## config.mk

```make
export PLATFORM = sky130hd
export DESIGN_NAME = msx_bus_tracer_flat
export DESIGN_NICKNAME = d
export VERILOG_FILES = /design/src/rtl/msx_bus_tracer_if.sv /design/src/rtl/msx_bus_tracer.sv /design/src/flat_wrapper.sv
export SDC_FILE = /design/constraint.sdc
export NUM_CORES = 1
export LEC_CHECK = 0
export ABC_AREA = 0
export CORE_UTILIZATION = 55
export DETAILED_ROUTE_END_ITERATION = 7
export PLACE_DENSITY = 0.76
export SYNTH_ARGS = -nofsm -noshare
export SYNTH_HDL_FRONTEND = slang
export SYNTH_SLANG_ARGS = --single-unit
```

## constraint.sdc

```tcl
create_clock -name clk -period 6.1 [get_ports clk]
set_input_delay 1.22 -clock clk [delete_from_list [all_inputs] [get_ports clk]]
set_output_delay 1.22 -clock clk [all_outputs]
set_load 0.1 [all_outputs]
```

## src/rtl/msx_bus_tracer_if.sv

```systemverilog
// rtl/msx_bus_tracer_if.sv - Z80 bus taps and frame byte stream for msx_bus_tracer
interface msx_bus_tracer_if;
    logic [15:0] bus_addr;
    logic [7:0]  bus_data;
    logic        bus_mreq_n;
    logic        bus_iorq_n;
    logic        bus_rd_n;
    logic        bus_wr_n;
    logic [7:0]  tx_data;
    logic        tx_valid;
    logic        tx_ready;

    // master drives the CPU bus and sinks the byte stream; slave is the tracer
    modport master (
        output bus_addr, bus_data, bus_mreq_n, bus_iorq_n, bus_rd_n, bus_wr_n,
        input  tx_data, tx_valid,
        output tx_ready
    );

    modport slave (
        input  bus_addr, bus_data, bus_mreq_n, bus_iorq_n, bus_rd_n, bus_wr_n,
        output tx_data, tx_valid,
        input  tx_ready
    );
endinterface

```

## src/rtl/msx_bus_tracer.sv

```systemverilog
// rtl/msx_bus_tracer.sv - Z80 bus-event tracer: window/mode filter, timestamped FIFO, 7-byte frames
// Optional address trigger gate enabled by defining BUS_TRACE_TRIGGER_EN.
module msx_bus_tracer #(
    parameter int         DEPTH    = 16,
    parameter int         TS_DIV   = 1,
    parameter logic [7:0] FLAG_HDR = 8'hA5
) (
    input  logic                     clk,
    input  logic                     reset,
    input  logic                     clk_enable,
    msx_bus_tracer_if.slave          bus,
    input  logic                     arm,
    input  logic [15:0]              win_lo,
    input  logic [15:0]              win_hi,
    input  logic [3:0]               mode,
`ifdef BUS_TRACE_TRIGGER_EN
    input  logic [15:0]              trig_addr,
    output logic                     triggered,
`endif
    output logic [$clog2(DEPTH):0]   fifo_level,
    output logic                     overflow,
    output logic [7:0]               drop_count,
    output logic [15:0]              event_count
);
    localparam int AW = $clog2(DEPTH);
    localparam int PW = (TS_DIV > 1) ? $clog2(TS_DIV) : 1;

    typedef enum logic {S_IDLE, S_SEND} state_t;

    logic          arm_q;
    logic          arm_rise;
    logic [PW-1:0] ps;
    logic [15:0]   ts;

    logic          active;
    logic [1:0]    cur_type;
    logic          in_acc;
    logic [15:0]   rec_addr;
    logic [7:0]    rec_data;
    logic [1:0]    rec_type;
    logic [15:0]   rec_ts;
    logic          event_end;
    logic          in_win;
    logic          trig_ok;
    logic          qualify;

    logic [41:0]   mem [DEPTH];
    logic [AW:0]   wr_ptr;
    logic [AW:0]   rd_ptr;
    logic          fifo_empty;
    logic          fifo_full;
    logic          push;
    logic          drop;
    logic          pop;
    logic          drop_pending;

    state_t        state;
    state_t        next_state;
    logic [2:0]    byte_idx;
    logic [2:0]    next_idx;
    logic [41:0]   frame_q;
    logic          xfer;
    logic          flags_xfer;

    assign arm_rise = arm & ~arm_q;

    always_ff @(posedge clk) begin
        if (reset) begin
            arm_q <= 1'b0;
            ps    <= '0;
            ts    <= '0;
        end else begin
            arm_q <= arm;
            if (arm_rise) begin
                ps <= '0;
                ts <= '0;
            end else if (clk_enable) begin
                if (ps == PW'(TS_DIV - 1)) begin
                    ps <= '0;
                    ts <= ts + 16'd1;
                end else begin
                    ps <= ps + 1'b1;
                end
            end
        end
    end

    assign active   = (~bus.bus_mreq_n | ~bus.bus_iorq_n) & (~bus.bus_rd_n | ~bus.bus_wr_n);
    assign cur_type = {~bus.bus_iorq_n, ~bus.bus_wr_n};

    // Address/data keep following the bus so a read records its final data;
    // the timestamp marks where the access began.
    always_ff @(posedge clk) begin
        if (reset) begin
            in_acc   <= 1'b0;
            rec_addr <= '0;
            rec_data <= '0;
            rec_type <= '0;
            rec_ts   <= '0;
        end else if (clk_enable) begin
            in_acc <= active;
            if (active) begin
                rec_addr <= bus.bus_addr;
                rec_data <= bus.bus_data;
                rec_type <= cur_type;
                if (!in_acc) rec_ts <= ts;
            end
        end
    end

    assign event_end = clk_enable & in_acc & ~active;
    assign in_win    = (win_lo <= rec_addr) && (rec_addr <= win_hi);

`ifdef BUS_TRACE_TRIGGER_EN
    assign trig_ok = triggered | (rec_addr == trig_addr);

    always_ff @(posedge clk) begin
        if (reset || arm_rise)                         triggered <= 1'b0;
        else if (event_end && rec_addr == trig_addr)   triggered <= 1'b1;
    end
`else
    assign trig_ok = 1'b1;
`endif

    assign qualify    = event_end & arm & in_win & mode[rec_type] & trig_ok;
    assign fifo_level = wr_ptr - rd_ptr;
    assign fifo_empty = (wr_ptr == rd_ptr);
    assign fifo_full  = (fifo_level == (AW + 1)'(DEPTH));
    assign push       = qualify & (~fifo_full | pop);
    assign drop       = qualify & fifo_full & ~pop;

    always_ff @(posedge clk) begin
        if (push) mem[wr_ptr[AW-1:0]] <= {rec_type, rec_addr, rec_data, rec_ts};
    end

    always_ff @(posedge clk) begin
        if (reset) begin
            wr_ptr       <= '0;
            rd_ptr       <= '0;
            overflow     <= 1'b0;
            drop_count   <= '0;
            event_count  <= '0;
            drop_pending <= 1'b0;
        end else begin
            if (push) begin
                wr_ptr      <= wr_ptr + 1'b1;
                event_count <= event_count + 16'd1;
            end
            if (pop) rd_ptr <= rd_ptr + 1'b1;
            if (drop) begin
                overflow <= 1'b1;
                if (drop_count != 8'hFF) drop_count <= drop_count + 8'd1;
            end
            // a drop landing on the flags transfer must still be reported in a later frame
            if (drop)            drop_pending <= 1'b1;
            else if (flags_xfer) drop_pending <= 1'b0;
        end
    end

    assign xfer       = (state == S_SEND) & bus.tx_ready;
    assign flags_xfer = xfer & (byte_idx == 3'd1);

    always_ff @(posedge clk) begin
        if (reset) begin
            state    <= S_IDLE;
            byte_idx <= '0;
            frame_q  <= '0;
        end else begin
            state    <= next_state;
            byte_idx <= next_idx;
            if (pop) frame_q <= mem[rd_ptr[AW-1:0]];
        end
    end

    always_comb begin
        next_state = state;
        next_idx   = byte_idx;
        pop        = 1'b0;
        case (state)
            S_IDLE: begin
                if (!fifo_empty) begin
                    pop        = 1'b1;
                    next_state = S_SEND;
                    next_idx   = 3'd0;
                end
            end
            S_SEND: begin
                if (xfer) begin
                    if (byte_idx == 3'd6) begin
                        next_idx = 3'd0;
                        if (!fifo_empty) pop = 1'b1;
                        else             next_state = S_IDLE;
                    end else begin
                        next_idx = byte_idx + 3'd1;
                    end
                end
            end
            default: next_state = S_IDLE;
        endcase
    end

    always_comb begin
        bus.tx_valid = (state == S_SEND);
        bus.tx_data  = 8'h00;
        if (state == S_SEND) begin
            case (byte_idx)
                3'd0:    bus.tx_data = FLAG_HDR;
                3'd1:    bus.tx_data = {drop_pending, 5'b0, frame_q[41:40]};
                3'd2:    bus.tx_data = frame_q[39:32];
                3'd3:    bus.tx_data = frame_q[31:24];
                3'd4:    bus.tx_data = frame_q[23:16];
                3'd5:    bus.tx_data = frame_q[15:8];
                default: bus.tx_data = frame_q[7:0];
            endcase
        end
    end
endmodule

```

## src/flat_wrapper.sv

```systemverilog
// flat-port wrapper written by rule: the top's interface ports become plain ports
module msx_bus_tracer_flat 
#(
    parameter int         DEPTH    = 16,
    parameter int         TS_DIV   = 1,
    parameter logic [7:0] FLAG_HDR = 8'hA5
)
  (clk, reset, clk_enable, arm, win_lo, win_hi, mode, fifo_level, overflow, drop_count, event_count, bus_bus_addr, bus_bus_data, bus_bus_mreq_n, bus_bus_iorq_n, bus_bus_rd_n, bus_bus_wr_n, bus_tx_data, bus_tx_valid, bus_tx_ready);
  msx_bus_tracer_if bus_i ();
  input  logic clk;
  input  logic reset;
  input  logic clk_enable;
  input  logic arm;
  input  logic [15:0] win_lo;
  input  logic [15:0] win_hi;
  input  logic [3:0] mode;
  output logic [$clog2(DEPTH):0] fifo_level;
  output logic overflow;
  output logic [7:0] drop_count;
  output logic [15:0] event_count;
  input wire logic [$bits(bus_i.bus_addr)-1:0] bus_bus_addr;
  input wire logic [$bits(bus_i.bus_data)-1:0] bus_bus_data;
  input wire logic [$bits(bus_i.bus_mreq_n)-1:0] bus_bus_mreq_n;
  input wire logic [$bits(bus_i.bus_iorq_n)-1:0] bus_bus_iorq_n;
  input wire logic [$bits(bus_i.bus_rd_n)-1:0] bus_bus_rd_n;
  input wire logic [$bits(bus_i.bus_wr_n)-1:0] bus_bus_wr_n;
  output wire logic [$bits(bus_i.tx_data)-1:0] bus_tx_data;
  output wire logic [$bits(bus_i.tx_valid)-1:0] bus_tx_valid;
  input wire logic [$bits(bus_i.tx_ready)-1:0] bus_tx_ready;
  assign bus_i.bus_addr = bus_bus_addr;
  assign bus_i.bus_data = bus_bus_data;
  assign bus_i.bus_mreq_n = bus_bus_mreq_n;
  assign bus_i.bus_iorq_n = bus_bus_iorq_n;
  assign bus_i.bus_rd_n = bus_bus_rd_n;
  assign bus_i.bus_wr_n = bus_bus_wr_n;
  assign bus_tx_data = bus_i.tx_data;
  assign bus_tx_valid = bus_i.tx_valid;
  assign bus_i.tx_ready = bus_tx_ready;
  msx_bus_tracer #(.DEPTH(DEPTH), .TS_DIV(TS_DIV), .FLAG_HDR(FLAG_HDR)) u_core (.clk(clk), .reset(reset), .clk_enable(clk_enable), .bus(bus_i), .arm(arm), .win_lo(win_lo), .win_hi(win_hi), .mode(mode), .fifo_level(fifo_level), .overflow(overflow), .drop_count(drop_count), .event_count(event_count));
endmodule
```

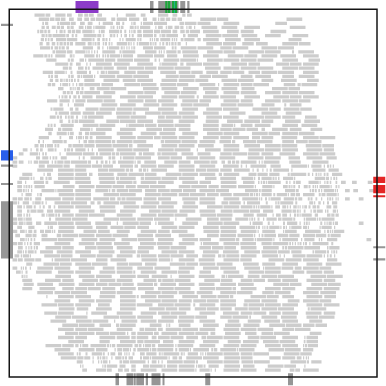
Run 1: pin placement
Drawn at 1.5 px/um. Pins as bars across the die edge, other pins in grey.
colour	port	pins	direction	edge
red	`bus_tx_data`	8	output	right
blue	`fifo_level`	5	output	left
cyan	`bus_bus_iorq_n`	1	input	top
purple	`event_count`	16	output	top
green	`mode`	4	input	top

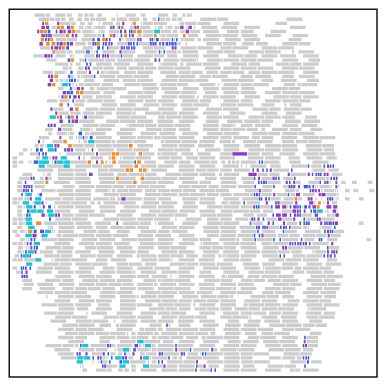
Run 1: gate-type map
Drawn at 1.5 px/um.
colour	family	cells	most used
purple	aoi and oai cells	211	a21oi_1
orange	and/or cells	60	or4_1
blue	nand cells	255	nand2_1
cyan	fa/ha/maj cells	46	ha_1

==> tab_implementation.tex, run 1 <==
% Synthesis and place-and-route results
\begin{tabular}{lr}
\hline
Metric & Value \\
\hline
\multicolumn{2}{l}{\textbf{Pwr}} \\
Post-route total power & $\sim$13 mW \\
Power density normalized to cell area & 350 nW/um\^{}2 \\
Internal power of the cells & around 10 mW \\
Leakage power summed over all cells & approximately 12 nW \\
Switching power share of the total & 24.8\% \\
Switching component of the power & $\sim$3.2 mW \\
Peak VDD IR & 0.407 mV \\
Power Clock & around 5.0 mW \\
Clock power frac & 38.6\% \\
Power of the sequential group & between 6 and 7 mW \\
\multicolumn{2}{l}{\textbf{Critical path}} \\
CP bufs+invs & 2 \\
Critical path start-end classification & reg2out \\
Required arrival time at the worst endpoint & roughly 5000 ps \\
Critical-path top delay cell & sky130\_fd\_sc\_hd\_\_clkdlybuf4s50\_1 \\
Highest net fanout along the worst path & 16 \\
Sort of element at the end of the critical path & output pin \\
Sequence of cells on the critical path & inv\_1 > ha\_1 > nand2b\_1 > nor2\_1 > a22oi\_1 > o21ai\_0 > a21oi\_1 > nor2\_1 > clkdlybuf4s50\_1 \\
Critical path launch point type & flop \\
\multicolumn{2}{l}{\textbf{Placed design}} \\
Placed Cells incl. Taps & between 2,000 and 3,000 \\
Placer's final routability congestion estimate & 0.865 \\
IO Port Bufs & between 100 and 150 \\
\multicolumn{2}{l}{\textbf{STA}} \\
Number of slew-limit violations in the final report & 0 \\
Final Hold Violation Tally & 0 \\
Final Critical Period & $\sim$5300 ps \\
Worst Hold Margin & $\sim$460 ps \\
Setup\_tns & 0 ps \\
Max\_slew headroom & between 20\% and 30\% \\
\multicolumn{2}{l}{\textbf{Floorplan}} \\
Die Y-Extent & $\sim$240 um \\
Tapcells & $\sim$770 \\
FP Core Util & approximately 56\% \\
Top-level I/O count & 108 \\
Horizontal die size & $\sim$240 um \\
Total Die Area & approximately 60,000 um\^{}2 \\
\multicolumn{2}{l}{\textbf{Final layout}} \\
Diodes inserted & 0 \\
Signal buf overhead & roughly 4\% \\
Syn-to-layout area delta & 14.9\% \\
Sequential Area & around 23,000 um\^{}2 \\
Total area of multi-input combinational cells & about 8700 um\^{}2 \\
Final core utilization & between 60\% and 70\% \\
Biggest cell category by area in the final layout & sequential cells \\
Count of fill cells added during filler insertion & around 3,800 \\
Logic share of the area & 23.5\% \\
Leading cell type in the layout, fill and taps excluded & sky130\_fd\_sc\_hd\_\_edfxtp\_1 \\
\multicolumn{2}{l}{\textbf{Clocking}} \\
Resized Gates After CTS & 0 \\
Number of levels the H-tree was split into & 3 \\
Number of clock sinks & 814 \\
Clock insertion delay at the later pin of the skew report & approximately 620 ps \\
Max Buffers Root-to-Sink & 3 \\
CTS tree & yes \\
Clock-pin slew on the worst setup and hold paths & about 60 ps \\
\multicolumn{2}{l}{\textbf{Global routing}} \\
Number of antenna violations at the first check in global routing & 8 \\
Wire length of the first global-routing pass & between 100,000 and 150,000 um \\
Total gr overflow & 0 \\
Vias in the first global route & 17,900 \\
\multicolumn{2}{l}{\textbf{Logic synthesis}} \\
Simple-gate portion of the synthesized area & under 10\% \\
Synth warnings & 0 \\
Synth area leaders & sky130\_fd\_sc\_hd\_\_edfxtp\_1, sky130\_fd\_sc\_hd\_\_mux4\_2, sky130\_fd\_sc\_hd\_\_dfxtp\_1 \\
Share of synthesized cell area in full adder, half adder and majority cells & between 1.5 and 2\% \\
Summed instance area of the synthesized netlist & roughly 32,000 um\^{}2 \\
Number of enable flip-flop cells & between 600 and 700 \\
Mux contribution to synthesized area & 15.0\% \\
\multicolumn{2}{l}{\textbf{Route}} \\
Average vias per placed instance & approximately 6.4 \\
\multicolumn{2}{l}{\textbf{Job}} \\
Tally of max-capacitance violations & 0 \\
\multicolumn{2}{l}{\textbf{Outcome}} \\
Status & complete, no violations \\
\hline
\end{tabular}
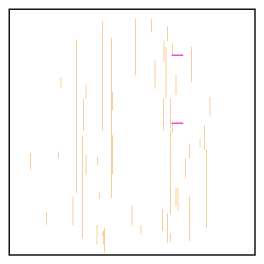
Run 1: metal layers overlaid
Drawn at 1 px/um. Two of the layers only.
colour	layer	wire length
orange	metal 4	1,530 um
magenta	metal 5	20.2 um
number of vias after detailed routing: 18,100
Final Routed Wirelength: 81,000 um
final routed wire length divided by cell count: 28.8 um
overall fraction of global-route tracks in use: 27.7%

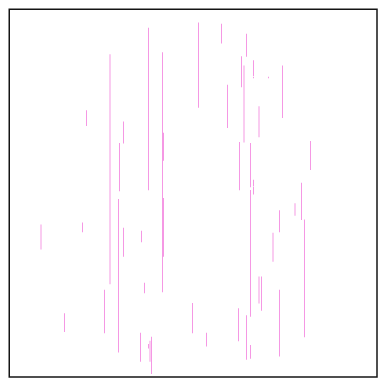
Run 1: signal wires on met4
Drawn at 1.5 px/um.
main direction	vertical
nets with wire on the layer	27
wire length on this layer	1,530 um
longest straight run	160 um
share of all routed wire	1.9%

## run 1: worst paths after layout
path                            from                 to  slack (ps)  cells past startpoint
setup / recovery  u_core.byte_idx[2]     bus_tx_data[1]         830                      9
hold / removal     u_core.frame_q[0]  u_core.frame_q[0]         460                      2
setup reg to reg  u_core.rec_addr[5]  u_core.mem[0][11]        1580                     10
hold reg to reg    u_core.frame_q[0]  u_core.frame_q[0]         460                      2
## run 1: worst register-to-register path, delay by kind of cell, from the launching register on
kind,cells,cell delay [ps]
buffers and inverters,2,560
adders and majority gates,1,400
DFF,1,970
AOI/OAI and AO/OA,5,1040
and+or+nand+nor,2,1220
## run 1: routing by layer
layer | routed length (um) | GRT usage [%]
met1 | 31300 | 40.2
met4 | 1530 | 6.62
met5 | 20 | 0
met3 | 9450 | 5.96
met2 | 38600 | 43.4
Run 1, clock nets:
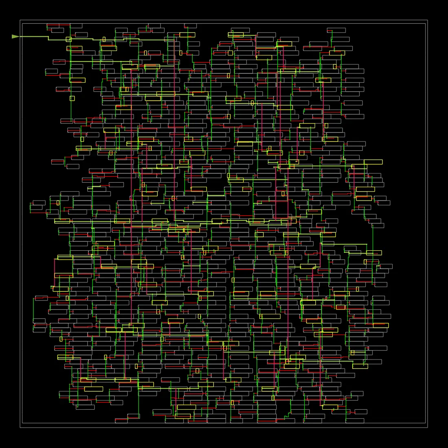

==> inputs of run 2 (changes only) <==
==> constraint.sdc (replaced) <==
create_clock -name clk -period 6.1 [get_ports clk]
set_input_delay 1.22 -clock clk [delete_from_list [all_inputs] [get_ports clk]]
set_output_delay 1.22 -clock clk [all_outputs]
set_load 0.005 [all_outputs]
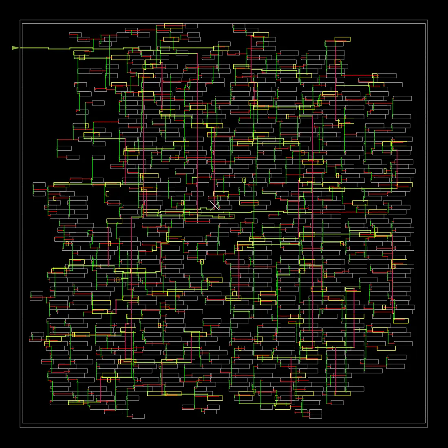
Run 2: clock nets
Power Clock: 5.22 mW
sequential cell count of the final layout: 814

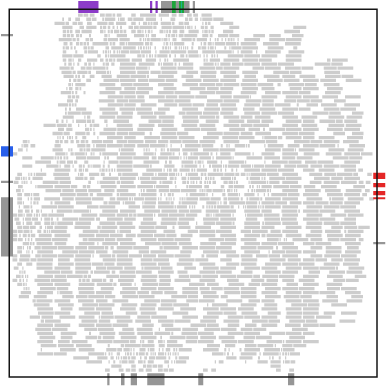
Run 2: pin placement
Drawn at 1.5 px/um. Pins as bars across the die edge, other pins in grey.
colour	port	pins	direction	edge
red	`bus_tx_data`	8	output	right
blue	`fifo_level`	5	output	left
cyan	`bus_bus_iorq_n`	1	input	top
green	`mode`	4	input	top
purple	`event_count`	16	output	top
all pins by edge	37 top, 36 left, 26 bottom, 9 right
Die Y-Extent: 244 um
IO Port Bufs: 107
horizontal die size: 244 um

==> run 2 against run 1 <==
Against the previous run: the run now ends with DRC left; core utilization increased by 0.42 points; clock power increased by 4.2%; setup slack improved by 160 ps; flip-flop count unchanged; critical endpoint is now bus_tx_data[7].
==> tab_implementation.tex, run 2 <==
% Synthesis and place-and-route results
\begin{tabular}{lr}
\hline
Metric & Value \\
\hline
\multicolumn{2}{l}{\textbf{Outcome}} \\
Status & finished with violations \\
Violations in the final reports & DRC \\
\multicolumn{2}{l}{\textbf{Final layout}} \\
Syn-to-layout area delta & 15.6\% \\
Final core utilization & between 60\% and 70\% \\
Diodes inserted & 0 \\
\multicolumn{2}{l}{\textbf{Critical path}} \\
Critical-path top delay cell & sky130\_fd\_sc\_hd\_\_dfxtp\_1 \\
Highest net fanout along the worst path & 16 \\
Sequence of cells on the critical path & inv\_1 > ha\_1 > nand2b\_1 > nor2\_1 > a222oi\_1 > a21oi\_1 > clkdlybuf4s50\_1 \\
CP bufs+invs & 2 \\
Critical Path Start & u\_core.byte\_idx[2] \\
Critical path start-end classification & reg2out \\
Number of cells on the worst reg-to-reg path & 10 \\
Capturing instance or port of the critical path & bus\_tx\_data[7] \\
Sort of element at the end of the critical path & output pin \\
Worst reg2reg startpoint & u\_core.rd\_ptr[0] \\
Required arrival time at the worst endpoint & roughly 4900 ps \\
Critical path depth in cells & 7 \\
\multicolumn{2}{l}{\textbf{STA}} \\
Worst Hold Margin & 459 ps \\
Post-layout period usage of the worst path & 83.7\% \\
Final Hold Violation Tally & 0 \\
Max\_slew headroom & approximately 16\% \\
Final Critical Period & 5110 ps \\
Number of slew-limit violations in the final report & 0 \\
Setup\_tns & 0 ps \\
\multicolumn{2}{l}{\textbf{Pwr}} \\
Internal power of the cells & roughly 10 mW \\
Switching power share of the total & a little under a quarter \\
Peak VDD IR & between 0.3 and 0.4 mV \\
Switching component of the power & 3.04 mW \\
Clock power frac & 40.2\% \\
Post-route total power & between 10 and 15 mW \\
Power of the sequential group & between 6 and 7 mW \\
Leakage power summed over all cells & approximately 12 nW \\
\multicolumn{2}{l}{\textbf{Logic synthesis}} \\
Summed instance area of the synthesized netlist & about 32,000 um\^{}2 \\
Synth area leaders & sky130\_fd\_sc\_hd\_\_edfxtp\_1, sky130\_fd\_sc\_hd\_\_mux4\_2, sky130\_fd\_sc\_hd\_\_dfxtp\_1 \\
Chip area in the Yosys report & $\sim$32,000 um\^{}2 \\
Number of enable flip-flop cells & between 600 and 700 \\
Synth warnings & 0 \\
Top area contributor share & about 63\% \\
\multicolumn{2}{l}{\textbf{Placed design}} \\
Placer's final routability congestion estimate & $\sim$0.88 \\
Placed Cells incl. Taps & about 2,700 \\
\multicolumn{2}{l}{\textbf{Route}} \\
DRC violation count after routing & 3 \\
Final Routed Wirelength & between 70,000 and 80,000 um \\
Highest layer used for signal routing & met5 \\
Number of vias after detailed routing & between 15,000 and 20,000 \\
Average vias per placed instance & 6.33 \\
Detailed route wirelength on metal2 & between 30,000 and 40,000 um \\
Routed metal-1 wirelength & 29,800 um \\
Final routed wire length divided by cell count & 27.6 um \\
\multicolumn{2}{l}{\textbf{Global routing}} \\
Number of antenna violations at the first check in global routing & 3 \\
Overall fraction of global-route tracks in use & between 20\% and 30\% \\
Total gr overflow & 0 \\
Met3 layer usage reported by global route & $\sim$6.1\% \\
Routing usage on met2 & around 43\% \\
Wire length of the first global-routing pass & between 100,000 and 150,000 um \\
Met1 track utilization from global routing & 35.9\% \\
Vias in the first global route & $\sim$18,000 \\
\multicolumn{2}{l}{\textbf{Clocking}} \\
Number of levels the H-tree was split into & 3 \\
Clock-pin slew on the worst setup and hold paths & around 60 ps \\
Max Buffers Root-to-Sink & 3 \\
Resized Gates After CTS & 0 \\
CTS tree & yes \\
Number of clock sinks & slightly above 800 \\
\multicolumn{2}{l}{\textbf{Job}} \\
Count of tool warnings & 31 \\
\multicolumn{2}{l}{\textbf{Worst hold path}} \\
Worst Min Path Start & u\_core.frame\_q[15] \\
Hold Path End & u\_core.frame\_q[15] \\
\multicolumn{2}{l}{\textbf{Floorplan}} \\
Top-level I/O count & about 110 \\
FP Core Util & a little under three fifths \\
Total Die Area & $\sim$60,000 um\^{}2 \\
\hline
\end{tabular}
[run 2: cell count changes in the layout (fill, tap and decap cells not counted), sizes merged]
| cell | previous run | this run |
|---|---|---|
| buf | 46 | 36 |
| clkbuf | 109 | 112 |
| clkinvlp | 3 | 2 |
| inv | 53 | 55 |
[run 2: area by class of cell]
class / count / area (um^2)
inverters: 52 / 196
clock inverters: 36 / 464
fillers: 3830 / 20500
well taps: 765 / 957
flip-flops and latches: 814 / 23000
repair buffers: 142 / 1580
multi-input cells: 888 / 8710
clock buffers: 112 / 2350
[run 2: kinds of logic after synthesis]
group / synth area share, %
multiplexers: 15.0
buffers and inverters: 1.80
AND/OR/NAND/NOR: 5.52
flip-flops: 71.4
XOR/XNOR: 0.489
adder cells (fa/ha/maj): 1.81
AND-OR/OR-AND: 4.01
Run 2, gate-type map:
Drawn at 1.5 px/um.
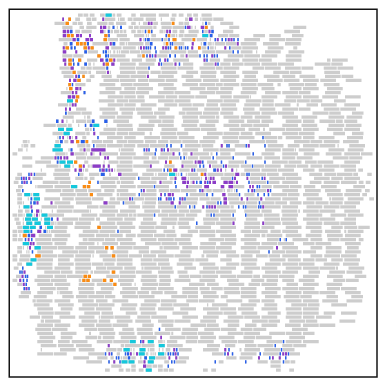

==> inputs of run 3 (changes only) <==
==> constraint.sdc (replaced) <==
create_clock -name clk -period 4.15 [get_ports clk]
set_input_delay 0.83 -clock clk [delete_from_list [all_inputs] [get_ports clk]]
set_output_delay 0.83 -clock clk [all_outputs]
set_load 0.005 [all_outputs]
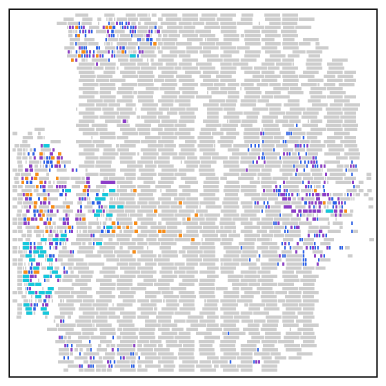
Run 3: gate-type map
Drawn at 1.5 px/um.
colour	family	cells	most used
blue	nand cells	255	nand2_1
purple	aoi and oai cells	211	a21oi_1
orange	and/or cells	60	or4_1
cyan	fa/ha/maj cells	46	ha_1

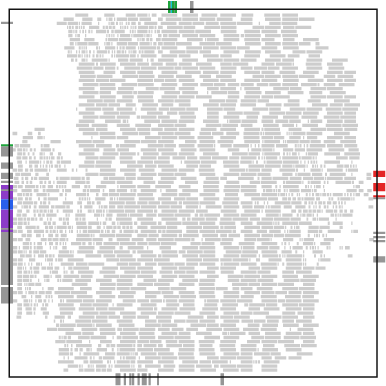
Run 3: pin placement
Drawn at 1.5 px/um. Pins as bars across the die edge, other pins in grey.
colour	port	pins	direction	edge
blue	`fifo_level`	5	output	left
red	`bus_tx_data`	8	output	right
purple	`event_count`	16	output	left
green	`mode`	4	input	3 top, 1 left
cyan	`bus_bus_iorq_n`	1	input	top
all pins by edge	71 left, 15 right, 14 bottom, 8 top

==> run 3 against run 2 <==
Against the previous run: the run now ends clean; final cell count up 1.2%; via count rose by 2.1%; clock power rose by 43%; critical path type unchanged; critical endpoint is now fifo_level[3]; largest cell class unchanged; largest power group unchanged.
==> tab_implementation.tex, run 3 <==
% Synthesis and place-and-route results
\begin{tabular}{lr}
\hline
Metric & Value \\
\hline
\multicolumn{2}{l}{\textbf{Critical path}} \\
Worst R2R End & u\_core.mem[10][10] \\
Number of cells on the worst reg-to-reg path & 12 \\
Critical path depth in cells & 6 \\
Setup slack on the worst flop-to-flop path & 580 ps \\
Highest net fanout along the worst path & around 40 \\
Required arrival time at the worst endpoint & about 3300 ps \\
Sort of element at the end of the critical path & output pin \\
Sequence of cells on the critical path & inv\_1 > ha\_1 > nand2\_1 > o21ai\_0 > xor2\_1 > clkdlybuf4s50\_1 \\
Critical path start-end classification & reg2out \\
Critical-path top delay cell & sky130\_fd\_sc\_hd\_\_dfxtp\_4 \\
Worst reg2reg startpoint & u\_core.wr\_ptr[0] \\
\multicolumn{2}{l}{\textbf{Route}} \\
Highest layer used for signal routing & met4 \\
Final routed wire length divided by cell count & around 29 um \\
Number of vias after detailed routing & between 15,000 and 20,000 \\
Average vias per placed instance & 6.39 \\
Final Routed Wirelength & between 80,000 and 90,000 um \\
\multicolumn{2}{l}{\textbf{Clocking}} \\
Max Buffers Root-to-Sink & 3 \\
Resized Gates After CTS & 0 \\
Number of levels the H-tree was split into & 3 \\
CTS tree & yes \\
Clock insertion delay at the later pin of the skew report & around 640 ps \\
Number of clock sinks & $\sim$810 \\
\multicolumn{2}{l}{\textbf{Job}} \\
Count of tool warnings & 29 \\
Tally of max-capacitance violations & 0 \\
\multicolumn{2}{l}{\textbf{Final layout}} \\
Biggest cell category by area in the final layout & sequential cells \\
Sequential Area & 23,000 um\^{}2 \\
Final core utilization & 65.0\% \\
Sequential cell count of the final layout & just over 800 \\
Clock buffer cells & 106 \\
Syn-to-layout area delta & 16.5\% \\
Diodes inserted & 0 \\
Inverters excl. clock & approximately 52 \\
Seq/total area & roughly 61\% \\
Clock-cell share of area & slightly above 7\% \\
\multicolumn{2}{l}{\textbf{Pwr}} \\
Internal power of the cells & $\sim$14 mW \\
Peak VDD IR & between 0.3 and 0.4 mV \\
Leakage power summed over all cells & 12.3 nW \\
Switching power share of the total & around 24\% \\
Clock power frac & approximately two fifths \\
Post-route total power & around 19 mW \\
\multicolumn{2}{l}{\textbf{STA}} \\
Setup\_tns & 0 ps \\
Number of slew-limit violations in the final report & 0 \\
Final Critical Period & 3920 ps \\
Worst Hold Margin & between 400 and 500 ps \\
Max\_slew headroom & 30.5\% \\
Post-layout period usage of the worst path & a little over nine tenths \\
\multicolumn{2}{l}{\textbf{Outcome}} \\
Status & complete, no violations \\
\multicolumn{2}{l}{\textbf{Placed design}} \\
Placer's final routability congestion estimate & just under 0.9 \\
IO Port Bufs & roughly 110 \\
\multicolumn{2}{l}{\textbf{Floorplan}} \\
FP Core Util & approximately 56\% \\
Horizontal die size & between 200 and 250 um \\
Die Y-Extent & approximately 240 um \\
Total Die Area & between 50,000 and 60,000 um\^{}2 \\
\multicolumn{2}{l}{\textbf{Logic synthesis}} \\
Synth warnings & 0 \\
Number of enable flip-flop cells & approximately 670 \\
Largest non-sequential cell family by area & multiplexers \\
Top area contributor share & around 63\% \\
Chip area in the Yosys report & around 32,000 um\^{}2 \\
Area fraction in compound gates after synthesis & roughly 4.0\% \\
Mux contribution to synthesized area & $\sim$15\% \\
Summed instance area of the synthesized netlist & between 30,000 and 40,000 um\^{}2 \\
\multicolumn{2}{l}{\textbf{Global routing}} \\
Number of antenna violations at the first check in global routing & 2 \\
Wire length of the first global-routing pass & around 120,000 um \\
Met1 track utilization from global routing & about two fifths \\
Vias in the first global route & 18,000 \\
Routing usage on met2 & a little over two fifths \\
\multicolumn{2}{l}{\textbf{Worst hold path}} \\
Hold Path End & u\_core.frame\_q[2] \\
Worst Min Path Start & u\_core.frame\_q[2] \\
\hline
\end{tabular}
==> run 3: power by group through the flow <==
stage / combinational, mW / clock, mW / sequential, mW
2_1_floorplan: 1.66 / 0 / 9.14
3_3_place_gp: 2.41 / 0 / 9.20
3_5_place_dp: 2.43 / 0 / 9.21
4_1_cts: 2.47 / 7.51 / 9.03
5_1_grt: 2.63 / 7.79 / 9.04
6_report: 2.46 / 7.44 / 9.04
==> run 3: how the worst max path moves through the flow <==
stage	startpoint	end
floorplan	u_core.rd_ptr[1]	u_core.mem[9][0]
global placement	win_hi[7]	u_core.mem[9][10]
detailed placement	win_hi[10]	u_core.mem[9][10]
CTS	u_core.rd_ptr[1]	fifo_level[3]
global route	u_core.byte_idx[1]	bus_tx_data[2]
finish	u_core.rd_ptr[1]	fifo_level[3]
Power is estimated from default activity; no workload was simulated.
